## src/rtl/issue_bru_queue.sv

```systemverilog
// -----------------------------------------------------------------------------
// issue_bru_queue_pkg / issue_bru_queue
//
// Queue of issued branch-unit ops between the issue stage and the BRU execute
// stage. Circular buffer of DEPTH entries with wrap-bit pointers; the head is
// read combinationally, and a commit-time flush empties the queue in one cycle.
//
// Optional feature macro: ISSUE_BRU_QUEUE_BYPASS_EN
//   When defined, a push into an empty queue is presented at data_out in the
//   same cycle. If that op is also popped, it is consumed without touching
//   storage or pointers. full/count are unaffected by the bypass.
//
// Ports:
//   clk            in   rising-edge clock
//   rst            in   asynchronous reset, active-low
//   data_in        in   op from issue
//   push           in   write request (accepted when !full && !flush)
//   full           out  no free entry
//   data_out       out  head entry
//   data_out_valid out  head entry present
//   pop            in   consume head (accepted when valid && !flush)
//   flush          in   clear all in-flight ops at the next edge
//   count          out  occupancy, 0..DEPTH
// -----------------------------------------------------------------------------
package issue_bru_queue_pkg;
  typedef struct packed {
    logic        enable;
    logic [31:0] pc;
    logic [3:0]  op;
    logic [31:0] imm;
    logic [4:0]  rob_id;
  } issue_execute_pack_t;
endpackage

module issue_bru_queue
  import issue_bru_queue_pkg::*;
#(
  parameter  int unsigned DEPTH = 4,
  localparam int unsigned PTR_W = $clog2(DEPTH)
) (
  input  logic                clk,
  input  logic                rst,
  input  issue_execute_pack_t data_in,
  input  logic                push,
  output logic                full,
  output issue_execute_pack_t data_out,
  output logic                data_out_valid,
  input  logic                pop,
  input  logic                flush,
  output logic [PTR_W:0]      count
);

  issue_execute_pack_t mem_q [DEPTH];
  logic [PTR_W:0]      rptr_q, rptr_d;
  logic [PTR_W:0]      wptr_q, wptr_d;

  logic empty;
  logic push_ok;
  logic pop_ok;
  logic do_write;
  logic do_read;

  assign empty = (rptr_q == wptr_q);
  assign full  = (rptr_q[PTR_W-1:0] == wptr_q[PTR_W-1:0]) &&
                 (rptr_q[PTR_W] != wptr_q[PTR_W]);
  assign count = wptr_q - rptr_q;

  assign push_ok = push && !full && !flush;

`ifdef ISSUE_BRU_QUEUE_BYPASS_EN
  logic bypass;
  logic consume_direct;

  // Bypass only ever fires on an empty queue, so it never depends on pop.
  assign bypass         = empty && push_ok;
  assign data_out       = bypass ? data_in : mem_q[rptr_q[PTR_W-1:0]];
  assign data_out_valid = !empty || bypass;
  assign pop_ok         = pop && data_out_valid && !flush;
  // A bypassed op that is popped at once never lands in storage.
  assign consume_direct = bypass && pop_ok;
  assign do_write       = push_ok && !consume_direct;
  assign do_read        = pop_ok && !consume_direct;
`else
  assign data_out       = mem_q[rptr_q[PTR_W-1:0]];
  assign data_out_valid = !empty;
  assign pop_ok         = pop && data_out_valid && !flush;
  assign do_write       = push_ok;
  assign do_read        = pop_ok;
`endif

  always_comb begin
    rptr_d = rptr_q;
    wptr_d = wptr_q;
    if (flush) begin
      rptr_d = '0;
      wptr_d = '0;
    end else begin
      if (do_write) wptr_d = wptr_q + 1'b1;
      if (do_read)  rptr_d = rptr_q + 1'b1;
    end
  end

  always_ff @(posedge clk or negedge rst) begin
    if (!rst) begin
      rptr_q <= '0;
      wptr_q <= '0;
    end else begin
      rptr_q <= rptr_d;
      wptr_q <= wptr_d;
    end
  end

  // Entry storage is deliberately not reset.
  always_ff @(posedge clk) begin
    if (do_write) mem_q[wptr_q[PTR_W-1:0]] <= data_in;
  end

endmodule
```

## config.mk

```make
export PLATFORM = sky130hd
export DESIGN_NAME = issue_bru_queue
export DESIGN_NICKNAME = d
export VERILOG_FILES = /design/src/rtl/issue_bru_queue.sv
export SDC_FILE = /design/constraint.sdc
export NUM_CORES = 1
export LEC_CHECK = 0
export CORE_ASPECT_RATIO = 0.7
export CORE_MARGIN = 3
export CORE_UTILIZATION = 44
export CTS_BUF_LIST = sky130_fd_sc_hd__clkbuf_4
export DETAILED_ROUTE_END_ITERATION = 10
export PLACE_DENSITY = 0.65
export SETUP_SLACK_MARGIN = 0.15
export SLEW_MARGIN = 30
export SYNTH_ARGS = -nofsm -noshare
export SYNTH_HDL_FRONTEND = slang
export SYNTH_SLANG_ARGS = --single-unit
```

## constraint.sdc

```tcl
create_clock -name clk -period 13.1 [get_ports clk]
set_clock_uncertainty 0.1 [all_clocks]
set_input_delay 1.965 -clock clk [delete_from_list [all_inputs] [get_ports clk]]
set_output_delay 1.965 -clock clk [all_outputs]
set_load 0.005 [all_outputs]
```

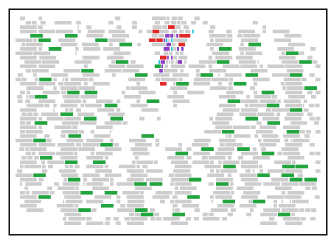
Figure 1: gate-type map.
Key: inv cells = cyan [cells 5, most used inv_1, where north]; nand cells = purple [cells 14, where north]; mux cells = green [cells 75, most used mux4_2, where all over the die]; fa/ha/maj cells = red [cells 8, most used ha_1, where north]

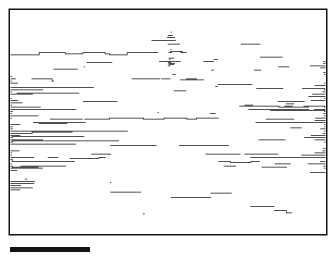
Figure 2: the metal 3 layer.
The bar under the picture is 50 µm long.
The wires run mostly horizontal. The layer carries 2010 µm of wire.

==> impl_metrics.py <==
# Auto-generated metrics
metrics = {
    "die": {
        "initial_core_util": 0.452,
        "die_width_um": 197,
        "die_h_um": 140,
        "chip_area_mm2": 0.0276,
        "rows": 48,
    },
    "worst_hold_path": {
        "hold_path.class": "reg -> reg",
        "min-delay-start": "wptr_q[2]",
        "hold_depth": 2,
    },
    "critical_path": {
        "arrival_ps": 3890,
        "ff2ff_setup_slack_ps": 8720,
        "crit_end": "full",
        "r2r-end": "mem_q[2][12]",
        "crit_start": "rptr_q[0]",
        "endpoint_kind": "output pin",
        "r2r_cells": 7,
        "cp_cell_sequence": "buf_6 > ha_1 > nand2_1 > nor2_1 > clkdlybuf4s50_1",
        "timing_worst_setup_path_type": "reg -> out",
        "r2r_start": "rptr_q[0]",
        "cp_max_fo": 46,
        "worstPathRequired_ps": 11030,
    },
    "sta": {
        "slew_violations": 0,
        "final.setup.worst_slack_ps": 7140,
        "max_freq_mhz": 168,
        "hold_viol_final": 0,
        "setup_viol_count_final": 0,
        "slew_headroom": 0.436,
        "rsz0062_at_grt": "no",
        "finalCriticalPeriod_ps": 5960,
        "finalCritPeriodShare": 0.455,
    },
    "global_route": {
        "grt_pass1_wl_um": 34200,
        "antenna_found_initial": 0,
        "grt_max_degree": 75,
        "grt_use_total": 0.165,
        "grt-ovfl-total": 0,
    },
    "synth": {
        "ys_seq_elements": 302,
        "top_cell": "edfxtp_1",
        "postSynthAreaPerCell_um2": 25.0,
        "synth_warnings": 0,
        "top_cell_area_share": 0.789,
        "largest_area_cell": "edfxtp_1",
        "syn_nets": 537,
        "async_flop_share": 0.0199,
        "ys_area_mm2": 0.0113,
        "ys_cells": 450,
        "topCellsByArea": "edfxtp_1 79%, mux4_2 15%, dfrtp_1 1.3%",
        "synth-edff-count": 296,
        "common_cells": "296 x edfxtp_1, 74 x mux4_2, 7 x ha_1",
        "synth_cell_type_count": 35,
    },
    "layout": {
        "lay_top_cells": "296 x edfxtp_1, 157 x clkdlybuf4s50_1, 114 x clkbuf_4",
        "area_growth_pct": 25.5,
        "mi_logic_area_mm2": 0.00209,
        "drive_gt1_frac": 0.284,
        "ff_latch_area_mm2": 0.00905,
        "insertedDiodeCount": 0,
        "final.fill_count": 1846,
        "num-nets-final": 756,
    },
    "routing": {
        "detail-route-antenna-nets": 0,
        "vias_per_cell": 5.22,
        "wl_per_cell_um": 21.1,
        "wirelength_um": 22200,
        "drc": 0,
    },
    "placement": {
        "port_buffers": 157,
        "place_ws_ps": 7510,
        "gp_congestion": 0.882,
    },
    "power_and_ir_drop": {
        "powerDensity_mw_per_mm2": 195,
        "cellLeakagePower_nw": 4.54,
        "ir_drop_uv": 116,
        "fin_total_pwr_mw": 2.76,
    },
    "cts": {
        "clock_latency_ps": 650,
        "cts_max_level": 3,
        "cts_sinks": 302,
        "post-cts-setup-buffer-count": 0,
        "cts.hold.buffers_added": 0,
        "clkTransAtPathRegs_ps": 70,
        "root_buffer": "clkbuf_4",
        "cts_buffers": 73,
        "cts_max_path_buffers": 3,
    },
    "status": {
        "status": "complete, no violations",
    },
}
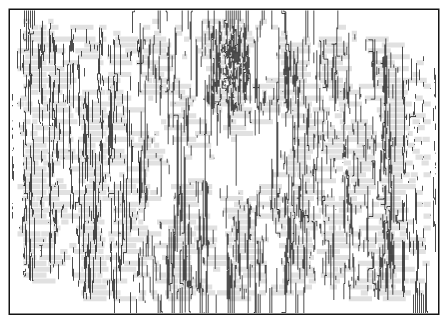
Figure 3: signal wires on met2.
Cells faint in the background.
The longest straight run is 71.4 µm. The layer carries 10900 µm of wire. The wires run mostly vertical. The layer holds 49% of the routed length. 712 nets have wire on it.

-- worst max-delay path, delay by kind of cell, from the launching register on --
kind	cells	cell delay, ps
DFF	1	890
buffers and inverters	2	1210
and+or+nand+nor	2	680
adders and majority gates	1	370
-- state kept, by name, summed over array words and instances (netlist names) --
register	flops
mem_q	296
wptr_q	3
rptr_q	3
-- report_power, final --
group | leakage [nW] | internal [mW] | switching [mW]
combinational | 1.22 | 0.478 | 0.313
sequential | 2.77 | 1.16 | 0.0696
clock | 0.561 | 0.397 | 0.351
-- final cells by class --
| cell class | instances | area share |
|---|---|---|
| Tap cell | 325 | 0.0288 |
| Timing Repair Buffer | 165 | 0.116 |
| Multi-Input combinational cell | 122 | 0.148 |
| Inverter | 5 | 0.00133 |
| Sequential cell | 302 | 0.640 |
| Clock inverter | 20 | 0.00540 |
| Clock buffer | 114 | 0.0605 |
-- layer usage --
layer  routed length [µm]  global-route usage
met5                    0                   0
met4                  208              0.0499
met3                 2010              0.0661
met2                10900               0.260
met1                 9130               0.215
-- logic make-up after synthesis --
family	after synthesis	share of synthesized area
simple gates	27	0.0164
compound gates	10	0.00600
fa+ha+maj	8	0.00955
buf+inv	26	0.0147
mux	75	0.149
xor+xnor	2	0.00222
flops	302	0.802
-- stage by stage --
stage / hold slack (ps) / instance area (µm²) / cells
final: 526 / 14100 / 1053
after global routing: 549 / 14100 / 1053
after CTS: 517 / 14100 / 1053
after detailed placement: 514 / 13200 / 919
after global placement: 488 / 13200 / 919
after floorplan: 471 / 11300 / 450
No activity file was given, so power comes from the tool's default toggle rates.
